**src/rtl/keypad_scanner.sv**
```systemverilog
// keypad_scanner: 4x4 keypad column scan, row sync, hex decode and two-digit shift register
module keypad_scanner #(
  parameter int SCAN_TICKS  = 5,
  parameter int SYNC_STAGES = 2
) (
  input  logic       clk,
  input  logic       reset,
  input  logic [3:0] row_raw,
  input  logic       button_pressed,
  input  logic       new_hex,
  input  logic [3:0] pressed_row,
  output logic [3:0] col,
  output logic [3:0] q_row_keys,
  output logic [3:0] digit_new,
  output logic [3:0] digit_old,
  output logic       key_valid
);
  localparam int CW = $clog2(SCAN_TICKS);
  localparam logic [CW-1:0] LAST = CW'(SCAN_TICKS - 1);
  // Hex value per {row, col} index, nibble 0 = r0c0 ('1') up to nibble 15 = r3c3 ('D')
  localparam logic [63:0] KEY_MAP = 64'hDF0E_C987_B654_A321;
  typedef enum logic {SCAN, LOCK} state_t;
  state_t state, state_nx;
  logic [CW-1:0] cnt, cnt_nx;
  logic [3:0] col_nx;
  logic [3:0] sync_q [SYNC_STAGES];
  logic accept;
  logic [1:0] r, c;
  // Row lines are asynchronous to clk: pass them through a flop chain
  always_ff @(posedge clk or negedge reset)
    if (!reset) for (int i = 0; i < SYNC_STAGES; i++) sync_q[i] <= '0;
    else begin
      sync_q[0] <= row_raw;
      for (int i = 1; i < SYNC_STAGES; i++) sync_q[i] <= sync_q[i-1];
    end
  assign q_row_keys = sync_q[SYNC_STAGES-1];
  // Scan FSM state, dwell counter and column drive
  always_ff @(posedge clk or negedge reset)
    if (!reset) begin
      state <= SCAN;
      cnt   <= '0;
      col   <= 4'b0001;
    end else begin
      state <= state_nx;
      cnt   <= cnt_nx;
      col   <= col_nx;
    end
  // Rotate only while no row is seen and the debouncer is idle, so the column stays put during its IDLE->WAIT step
  always_comb begin
    state_nx = button_pressed ? LOCK : SCAN;
    cnt_nx   = cnt;
    col_nx   = col;
    if (state == LOCK) cnt_nx = '0;
    else if (q_row_keys == 4'b0000 && !button_pressed) begin
      cnt_nx = (cnt == LAST) ? '0 : cnt + 1'b1;
      col_nx = (cnt == LAST) ? {col[2:0], col[3]} : col;
    end
  end
  assign accept = new_hex && pressed_row != 4'b0000 && (pressed_row & (pressed_row - 4'd1)) == 4'b0000;
  assign r = {pressed_row[3] | pressed_row[2], pressed_row[3] | pressed_row[1]};
  assign c = {col[3] | col[2], col[3] | col[1]};
  // Shift an accepted key into the display register; malformed row patterns are dropped
  always_ff @(posedge clk or negedge reset)
    if (!reset) begin
      digit_new <= '0;
      digit_old <= '0;
      key_valid <= 1'b0;
    end else begin
      key_valid <= accept;
      if (accept) begin
        digit_old <= digit_new;
        digit_new <= KEY_MAP[{r, c, 2'b00} +: 4];
      end
    end
endmodule

```
**config.mk**
```make
export PLATFORM = sky130hd
export DESIGN_NAME = keypad_scanner
export DESIGN_NICKNAME = d
export VERILOG_FILES = /design/src/rtl/keypad_scanner.sv
export SDC_FILE = /design/constraint.sdc
export NUM_CORES = 1
export LEC_CHECK = 0
export CAP_MARGIN = 5
export CORE_ASPECT_RATIO = 0.8
export CORE_MARGIN = 2
export CORE_UTILIZATION = 43
export CTS_CLUSTER_SIZE = 16
export DETAILED_ROUTE_END_ITERATION = 16
export GPL_ROUTABILITY_DRIVEN = 1
export GPL_TIMING_DRIVEN = 0
export PLACE_DENSITY = 0.74
export RECOVER_POWER = 50
export SYNTH_ARGS = -nofsm -noshare
export SYNTH_HDL_FRONTEND = slang
export SYNTH_SLANG_ARGS = --single-unit
```
**constraint.sdc**
```tcl
create_clock -name clk -period 1.84 [get_ports clk]
set_clock_uncertainty 0.15 [all_clocks]
set_input_delay 0.368 -clock clk [delete_from_list [all_inputs] [get_ports clk]]
set_output_delay 0.368 -clock clk [all_outputs]
set_load 0.02 [all_outputs]
```
Figure 1. Metal layers overlaid (run 1).
(6 px per µm)
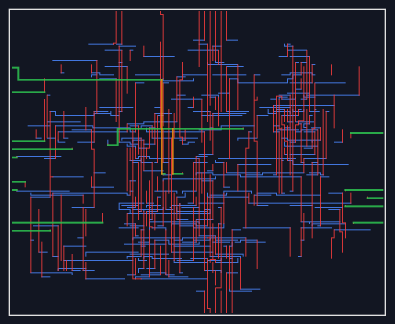
| color | layer | wire length |
|---|---|---|
| green | M3 | 124 µm |
| red | M2 | 1,210 µm |
| orange | M4 | 23.1 µm |
| blue | M1 | 993 µm |
DR vias: 889
DRT Wirelength: 2350 µm

Figure 2. Register map, names as in the netlist (run 1).
(4 px per µm)
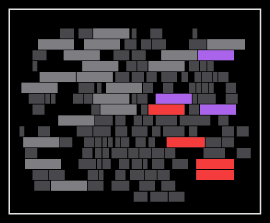
| color | netlist name | flops |
|---|---|---|
| purple | cnt | 3 |
| red | col | 4 |
sequential portion of the cell area: 39.4%
Seq power: 0.676 mW
register area: 631 µm²
Util after Layout: 63.5%

Figure 3. Gate families picked out (run 1).
(6 px per µm)
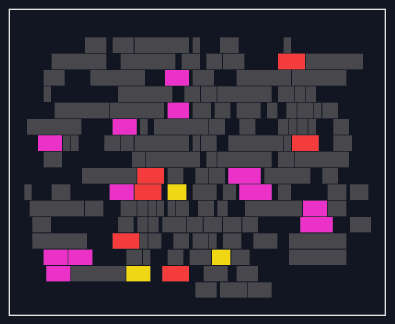
| color | family | cells | most used |
|---|---|---|---|
| yellow | non-inverting ao/oa cells | 3 | a211o_1 |
| red | fa/ha/maj cells | 6 | ha_1 |
| magenta | mux cells | 12 | mux2_2 |

Figure 4. I/O nets highlighted (run 1).
(8 px per µm)
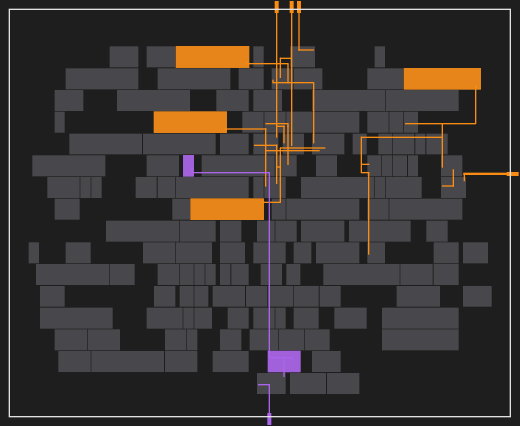
| color | port | bits | direction | end cells | buffers | wire |
|---|---|---|---|---|---|---|
| orange | q_row_keys | 4 | output | 4 | 9 | 170 µm |
| purple | new_hex | 1 | input | 2 | 1 | 43.9 µm |

==> reports/metrics.yaml, run 1 <==
gr-usage-met1_pct: 19.1
inv_count: 7
p_clk_share_pct: 19.3
p_leak_nw: 0.767
yosys.area.top_type: "dfrtp_1"
pwr-share-seq_pct: 53.9
floorplan.rows: 16
nNetsFinal: 158
dominant_cells: "sequential cells"
core_area_um2: 2520
ant_nets: 0
die_y_um: 50.8
maxPowerGroup: "registers"
startpoint: "q_row_keys[3]"
die_w_um: 62.4
dp_worst_setup_slack_ps: -481
slowest_stage: "or4_4"
buffers_excl_clock: 43
reg2reg_from: "q_row_keys[3]"
viasPerCell: 5.08
whs_ps: 191
ys_ff: 25
top_logic_kind: "simple AND/OR/NAND/NOR gates"
yosysUniqueCellTypes: 30
io_pins: 29
maxSlewViolCount: 0
final-nonclk-buf-share_pct: 22.2
startpoint_type: "register"
die_area_um2: 3170
m1WireLength_um: 993
fmax_mhz: 517
final_cell_mix: "dfrtp_1, buf_4, dlygate4sd2_1"
slew_headroom_pct: 28.6
status: "complete, but fails checks"
drt_pass1_iterations: 4
finalClockPeriodUsage_pct: 105
power.internal_mw: 0.861
final_common_cell: "dfrtp_1"
timing.final.crit_period_ps: 1930
cap_violations: 0
crit_chain: "or4_4, nor4_4, buf_4, mux2_4"
log.warning_count: 32
flop_cell: "dfrtp_1"
seq_cells: 25
power_mw: 1.26
logic_area_um2: 514
grt_start_max_net_pins: 26
aoi_share_pct: 9.27
worstSetupPathType: "register to register"
switching_share_pct: 31.4
grt_pass1_wl_um: 3940
io_buffer_count: 27
reg2regPathDepth: 4
violations: "negative setup slack"
rr_endpoint: "col[1]"
gp_congestion: 0.757
dp.cells: 161
crit_fanout: 3
clk_share_pct: 1.87
initial_utilization_pct: 46.6
fillers: 217
wl_met3_um: 124
met2WireLength_um: 1210
gr-usage-met3_pct: 4.93
wl_per_cell_um: 13.4
num-clock-buffers: 3
setup_viol: 5
cpPeakStageDelay_ps: 540
combinationalPowerShare_pct: 26.8
initialDrtViolationCount: 57
syn_nets: 116
ys_sh_adder_pct: 6.39
p_clk_mw: 0.242
setup_slack_ps: -92.4
cts-hold-fix-buffers: 0
synth-edff-count: 0
diodes: 0
fin_area_um2: 1600
pg_comb_mw: 0.337
htreeDepth: 1
p_switching_mw: 0.394
gr-max-usage-layer: "met2"
grtUsageTotal_pct: 15.8
dp_hpwl_um: 1640
syn_inst: 98
cts_buffer_depth: 2
ys_sh_xor_pct: 0.745
most_common_cell: "dfrtp_1"
yosysCellCount: 98
synth_chip_area_um2: 1170
==> run 2, diff against run 1 <==
--- a/config.mk
+++ b/config.mk
@@ -9,6 +9,7 @@
 export CORE_ASPECT_RATIO = 0.8
 export CORE_MARGIN = 2
 export CORE_UTILIZATION = 43
+export CTS_CLUSTER_DIAMETER = 50
 export CTS_CLUSTER_SIZE = 16
 export DETAILED_ROUTE_END_ITERATION = 16
 export GPL_ROUTABILITY_DRIVEN = 1
Figure 5. Gate families picked out (run 2).
(6 px per µm)
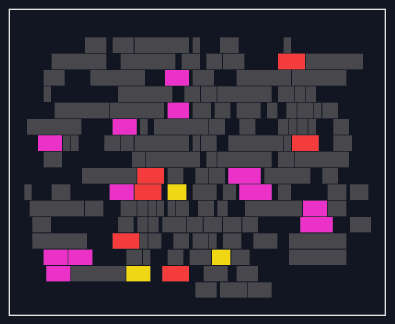
| color | family | cells | most used |
|---|---|---|---|
| magenta | mux cells | 12 | mux2_2 |
| yellow | non-inverting ao/oa cells | 3 | a211o_1 |
| red | fa/ha/maj cells | 6 | ha_1 |

Figure 6. Metal layers overlaid (run 2).
(6 px per µm)
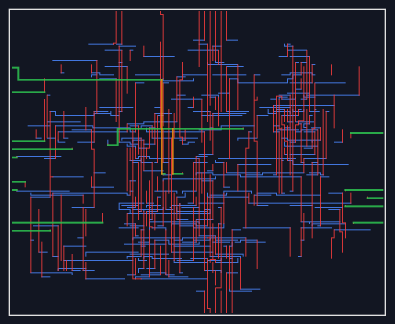
| color | layer | wire length |
|---|---|---|
| orange | M4 | 23.1 µm |
| red | M2 | 1,210 µm |
| green | M3 | 124 µm |
| blue | M1 | 993 µm |
All-Layer GR Usage: 15.8%
drt wl/cell: 13.4 µm

==> run 2 against run 1 <==
  * Maximum frequency stayed put
  * Synthesized area stayed put
  * Highest routed layer unchanged
  * Sequential power hardly changed
  * Final cell count stayed put
  * The run still ends with negative setup slack left
==> reports/metrics.yaml, run 2 <==
dominant_cells: "sequential cells"
gr-usage-met3_pct: 4.93  # unchanged
antenna_found_initial: 0
num-clock-buffers: 3  # unchanged
flop_cell: "dfrtp_1"
cts_made_buffers: 3
synthMuxAreaShare_pct: 11.4
inv_count: 7  # unchanged
die_area_um2: 3170  # unchanged
wl_met3_um: 124  # unchanged
cp-endpoint: "col[1]"
finish.utilization_pct: 63.5  # unchanged
powerSeq_mw: 0.676  # about the same
nNetsFinal: 158  # unchanged
core_area_um2: 2520  # unchanged
crit_chain: "or4_4, nor4_4, buf_4, mux2_4"
cpPeakStageDelay_ps: 540  # about the same
placed_area_um2: 1490
startpoint_type: "register"
drt_pass1_iterations: 4  # unchanged
initialDrtViolationCount: 57  # unchanged
log.warning_count: 32  # unchanged
cts_buffer_depth: 2  # unchanged
dp.cells: 161  # unchanged
maxPowerGroup: "registers"
diodes: 0  # unchanged
path_depth: 4
hold-path-endpoint: "state"
yosysUniqueCellTypes: 30  # unchanged
stdcell_count: 175
p_switching_mw: 0.394  # unchanged
ant_nets: 0  # unchanged
ys_sh_adder_pct: 6.39  # unchanged
crit_family: "simple AND/OR/NAND/NOR gates"
clk_share_pct: 1.87  # unchanged
grt_start_max_net_pins: 26  # unchanged
seq_cells: 25  # unchanged
yosysCellCount: 98  # unchanged
crit_fanout: 3  # unchanged
initial_utilization_pct: 46.6  # unchanged
synth-edff-count: 0  # unchanged
fillers: 217  # unchanged
p_leak_nw: 0.767  # unchanged
p_clk_share_pct: 19.3  # about the same
reg2regPathDepth: 4  # unchanged
comb_share_pct: 32.1
tightest_slew_ps: 1070
vias: 889  # unchanged
regArea_um2: 631  # unchanged
required_ps: 1900
dp_hpwl_um: 1640  # unchanged
status: "complete, but fails checks"
hp-class: "primary input to register"
routed_wl_um: 2350  # unchanged
final_common_cell: "dfrtp_1"
worstSetupPathType: "register to register"
yosysTopAreaCellShare_pct: 51.1
setup_slack_ps: -92.4  # unchanged
power_density_nw_per_um2: 784
syn_nets: 116  # unchanged
timing.final.crit_period_ps: 1930  # unchanged
cts_setup_buffers: 2
root_buffer: "clkbuf_4"
slowest_stage: "or4_4"
final_cell_mix: "dfrtp_1, buf_4, dlygate4sd2_1"
p_clk_mw: 0.242  # about the same
combinationalPowerShare_pct: 26.8  # about the same
buffers_excl_clock: 43  # unchanged
logic_area_um2: 514  # unchanged
ys_ff: 25  # unchanged
viasPerCell: 5.08  # unchanged
htreeDepth: 1  # unchanged
violations: "negative setup slack"
grt_pass1_wl_um: 3940  # unchanged
hold_start: "button_pressed"
io_buffer_count: 27  # unchanged
met2WireLength_um: 1210  # unchanged
r2r_slack_ps: -90
dp_worst_setup_slack_ps: -481  # unchanged
pg_comb_mw: 0.337  # about the same
finalSetupTns_ps: -329
gp_congestion: 0.757  # unchanged
rsz0062_at_grt: "true"
grt_use_met2_pct: 28.0
pwr-share-seq_pct: 53.9  # about the same
whs_ps: 191  # unchanged
rr_endpoint: "col[1]"
die_y_um: 50.8  # unchanged
switching_share_pct: 31.4  # unchanged
finalClockPeriodUsage_pct: 105  # unchanged
gr-usage-met1_pct: 19.1  # unchanged
drive_gt1_share_pct: 29.5
simple_gate_share_pct: 12.8
syn_inst: 98  # unchanged
slew_headroom_pct: 28.6  # unchanged
clkSlewWorstSetupHoldPaths_ps: 140
power.internal_mw: 0.861  # unchanged
fmax_mhz: 517  # unchanged
seq_share_pct: 39.4  # unchanged
synthArstFlopShare_pct: 100
ys_sh_xor_pct: 0.745  # unchanged
m1WireLength_um: 993  # unchanged
area.growth.synth_to_final_pct: 36.3
yosys.area.top_type: "dfrtp_1"
aoi_share_pct: 9.27  # unchanged
io_pins: 29  # unchanged
maxSlewViolCount: 0  # unchanged
gr-max-usage-layer: "met2"
power_mw: 1.26  # unchanged
top_cells_by_area: "dfrtp_1, mux2_2, ha_1"
floorplan.rows: 16  # unchanged
clkLatencyLatePin_ps: 320
most_common_cell: "dfrtp_1"
cap_violations: 0  # unchanged
final-nonclk-buf-share_pct: 22.2  # unchanged
hold_viol: 0
synth_chip_area_um2: 1170  # unchanged
reg2reg_from: "q_row_keys[3]"
ir_drop_mv: 0.527
setup_viol: 5  # unchanged
startpoint: "q_row_keys[3]"
cts-hold-fix-buffers: 0  # unchanged
top_logic_kind: "simple AND/OR/NAND/NOR gates"
die_w_um: 62.4  # unchanged
fin_area_um2: 1600  # unchanged
==> run 3, diff against run 2 <==
--- a/config.mk
+++ b/config.mk
@@ -6,13 +6,15 @@
 export NUM_CORES = 1
 export LEC_CHECK = 0
 export CAP_MARGIN = 5
+export CELL_PAD_IN_SITES_DETAIL_PLACEMENT = 1
+export CELL_PAD_IN_SITES_GLOBAL_PLACEMENT = 2
 export CORE_ASPECT_RATIO = 0.8
 export CORE_MARGIN = 2
-export CORE_UTILIZATION = 43
+export CORE_UTILIZATION = 28
 export CTS_CLUSTER_DIAMETER = 50
 export CTS_CLUSTER_SIZE = 16
 export DETAILED_ROUTE_END_ITERATION = 16
-export GPL_ROUTABILITY_DRIVEN = 1
+export GPL_ROUTABILITY_DRIVEN = 0
 export GPL_TIMING_DRIVEN = 0
 export PLACE_DENSITY = 0.74
 export RECOVER_POWER = 50
Figure 7. Register map, names as in the netlist (run 3).
(4 px per µm)
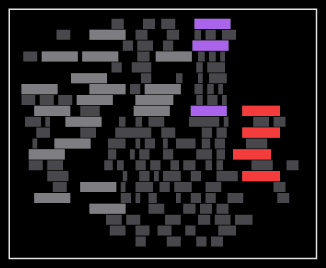
| color | netlist name | flops |
|---|---|---|
| red | col | 4 |
| purple | cnt | 3 |
not colored: 18

Figure 8. Metal layers overlaid (run 3).
(4 px per µm)
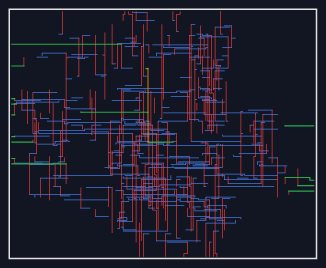
| color | layer | wire length |
|---|---|---|
| red | M2 | 1,340 µm |
| blue | M1 | 1,210 µm |
| orange | M4 | 18.4 µm |
| green | M3 | 101 µm |
drt wl/cell: 13.3 µm
DRT Wirelength: 2670 µm
DR vias: 895
All-Layer GR Usage: 11.5%

==> run 3 against run 2 <==
  * The run now ends clean
  * Sequential share of layout area down 2.9 points
  * Synthesized area stayed put
  * Register-to-register slack improved by 110 ps
  * Design area up 8.0%
  * Final cell count up 15%
  * Die area increased by 49%
  * Global-route usage decreased by 4.2 points
  * First-iteration DRC count decreased by 40%
  * Count of clock-buffer cells in the layout is the same
  * Sequential power is essentially flat
  * Critical path type unchanged
  * Largest cell class unchanged
==> reports/metrics.yaml, run 3 <==
htreeDepth: 1  # unchanged
dp_hpwl_um: 1790  # +8.9%
flop_cell: "dfrtp_1"
numClockSinks: 25
crit_family: "simple AND/OR/NAND/NOR gates"
grt_start_max_net_pins: 26  # unchanged
crit_chain: "or4_4, nor4_4, buf_4, mux2_4"
dp_worst_setup_slack_ps: -479  # +1.64 ps
die_area_um2: 4730  # +49%
maxSlewViolCount: 0  # unchanged
whs_ps: 192  # +0.607 ps
hold_viol: 0  # unchanged
seq_share_pct: 36.5  # -2.9 points
aoi_share_pct: 9.27  # unchanged
fillers: 461  # +110%
core_area_um2: 4100  # +62%
pg_comb_mw: 0.398  # +18%
final_common_cell: "dfrtp_1"
ys_sh_adder_pct: 6.39  # unchanged
regArea_um2: 632  # +0.20%
die_w_um: 76.4  # +22%
p_clk_share_pct: 23.0  # +3.7 points
comb_share_pct: 30.9  # -1.2 points
drt_pass1_iterations: 3  # -1
wl_met3_um: 101  # -19%
path_depth: 4  # unchanged
yosysCellCount: 98  # unchanged
dp.cells: 182  # +13%
p_switching_mw: 0.407  # +3.2%
finalSetupTns_ps: 0  # +329 ps
rsz0062_at_grt: "true"
ys_ff: 25  # unchanged
power_density_nw_per_um2: 807  # +2.9%
grt_use_met2_pct: 21.9  # -6.1 points
dominant_cells: "sequential cells"
slew_headroom_pct: 28.2  # -0.41 points
ant_nets: 0  # unchanged
hp-class: "primary input to register"
diodes: 0  # unchanged
pwr-share-seq_pct: 48.5  # -5.4 points
nNetsFinal: 163  # +3.2%
m1WireLength_um: 1210  # +21%
placed_area_um2: 1520  # +1.8%
met2WireLength_um: 1340  # +11%
startpoint_type: "register"
viasPerCell: 4.45  # -12%
tightest_slew_ps: 1070  # +6.34 ps
finish.utilization_pct: 42.2  # -21 points
most_common_cell: "dfrtp_1"
synthMuxAreaShare_pct: 11.4  # unchanged
initial_utilization_pct: 28.7  # -18 points
die_y_um: 61.9  # +22%
logic_gate_count: 60
power_mw: 1.40  # +11%
fmax_mhz: 550  # +6.3%
buffers_excl_clock: 48  # +12%
drive_gt1_share_pct: 34.7  # +5.2 points
simple_gate_share_pct: 12.8  # unchanged
reg2reg_from: "q_row_keys[0]"
antenna_found_initial: 0  # unchanged
yosys.area.top_type: "dfrtp_1"
status: "finished, final reports clean"
clk_share_pct: 2.68  # +0.80 points
timing.final.crit_period_ps: 1820  # -114 ps
finalClockPeriodUsage_pct: 98.8  # -6.2 points
slowest_stage: "or4_4"
syn_nets: 116  # unchanged
io_pins: 29  # unchanged
cts-hold-fix-buffers: 0  # unchanged
root_buffer: "clkbuf_8"
hold_start: "button_pressed"
worstSetupPathType: "register to register"
startpoint: "q_row_keys[0]"
ys_sh_xor_pct: 0.745  # unchanged
hold-path-endpoint: "state"
cpPeakStageDelay_ps: 550  # about the same
ir_drop_mv: 0.529  # +0.42%
cap_violations: 0  # unchanged
initialDrtViolationCount: 34  # -40%
synth-edff-count: 0  # unchanged
p_clk_mw: 0.321  # +33%
clkLatencyLatePin_ps: 270  # -50 ps
p_leak_nw: 0.809  # +5.5%
stdcell_count: 201  # +15%
cts_resized: 24
fin_area_um2: 1730  # +8.0%
cp-endpoint: "col[3]"
synthArstFlopShare_pct: 100  # unchanged
cts_buffer_depth: 2  # unchanged
synth_chip_area_um2: 1170  # unchanged
gr-usage-met3_pct: 4.05  # -0.89 points
powerSeq_mw: 0.677  # about the same
grt_pass1_wl_um: 4230  # +7.4%
seq_cells: 25  # unchanged
setup_viol: 0  # -5
power.internal_mw: 0.990  # +15%
cts_setup_buffers: 8  # +6
required_ps: 1850  # -50 ps
yosysUniqueCellTypes: 30  # unchanged
io_buffer_count: 27  # unchanged
final-nonclk-buf-share_pct: 24.2  # +2.0 points
final_cell_mix: "dfrtp_1, buf_4, dlygate4sd2_1, clkdlybuf4s50_1, a21oi_1"
syn_inst: 98  # unchanged
maxPowerGroup: "registers"
clkSlewWorstSetupHoldPaths_ps: 80  # -60 ps
top_logic_kind: "simple AND/OR/NAND/NOR gates"
switching_share_pct: 29.1  # -2.3 points
combinationalPowerShare_pct: 28.5  # +1.7 points
log.warning_count: 32  # unchanged
cts_made_buffers: 3  # unchanged
rr_endpoint: "col[3]"
gr-usage-met1_pct: 13.1  # -6.0 points
hold_depth: 1
syn-cell-area_um2: 1170
grt_pass1_vias: 920
inv_count: 7  # unchanged
floorplan.rows: 21  # +5
top_cells_by_area: "dfrtp_1, mux2_2, ha_1"
setup_slack_ps: 21.8  # +114 ps
cts_tree: "built"
crit_fanout: 4  # +1
yosysTopAreaCellShare_pct: 51.1  # unchanged
tap_cells: 57
logic_area_um2: 536  # +4.1%
reg2regPathDepth: 4  # unchanged
drc: 0
gr-max-usage-layer: "met2"
num-clock-buffers: 3  # unchanged
common_cells: "dfrtp_1, a21oi_1, inv_1, mux2_2"
area.growth.synth_to_final_pct: 47.3
r2r_slack_ps: 20  # +110 ps
syn_avg_cell_area_um2: 12.0

==> gallery <==
The clock network.
panel A
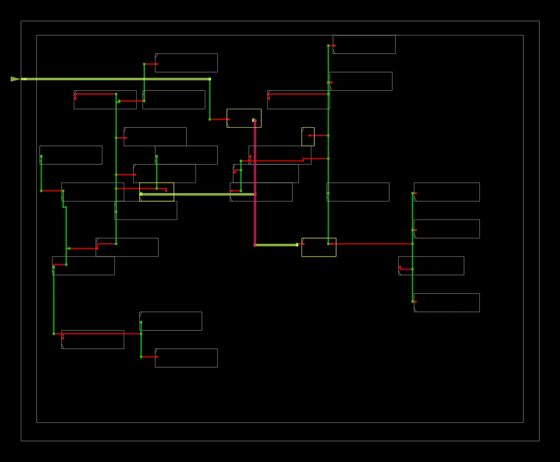
panel B
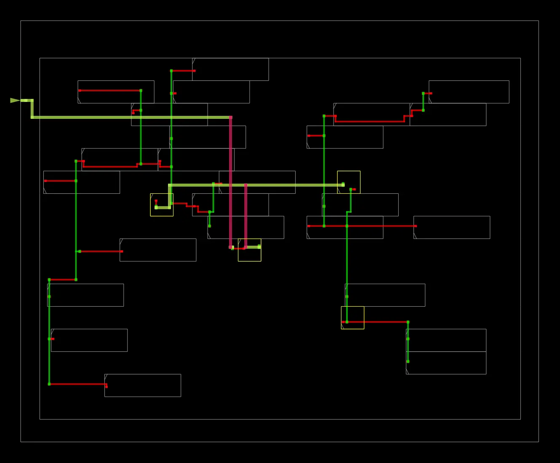
panel B -> run 1
panel A -> run 3

Power is estimated from default activity; no workload was simulated.
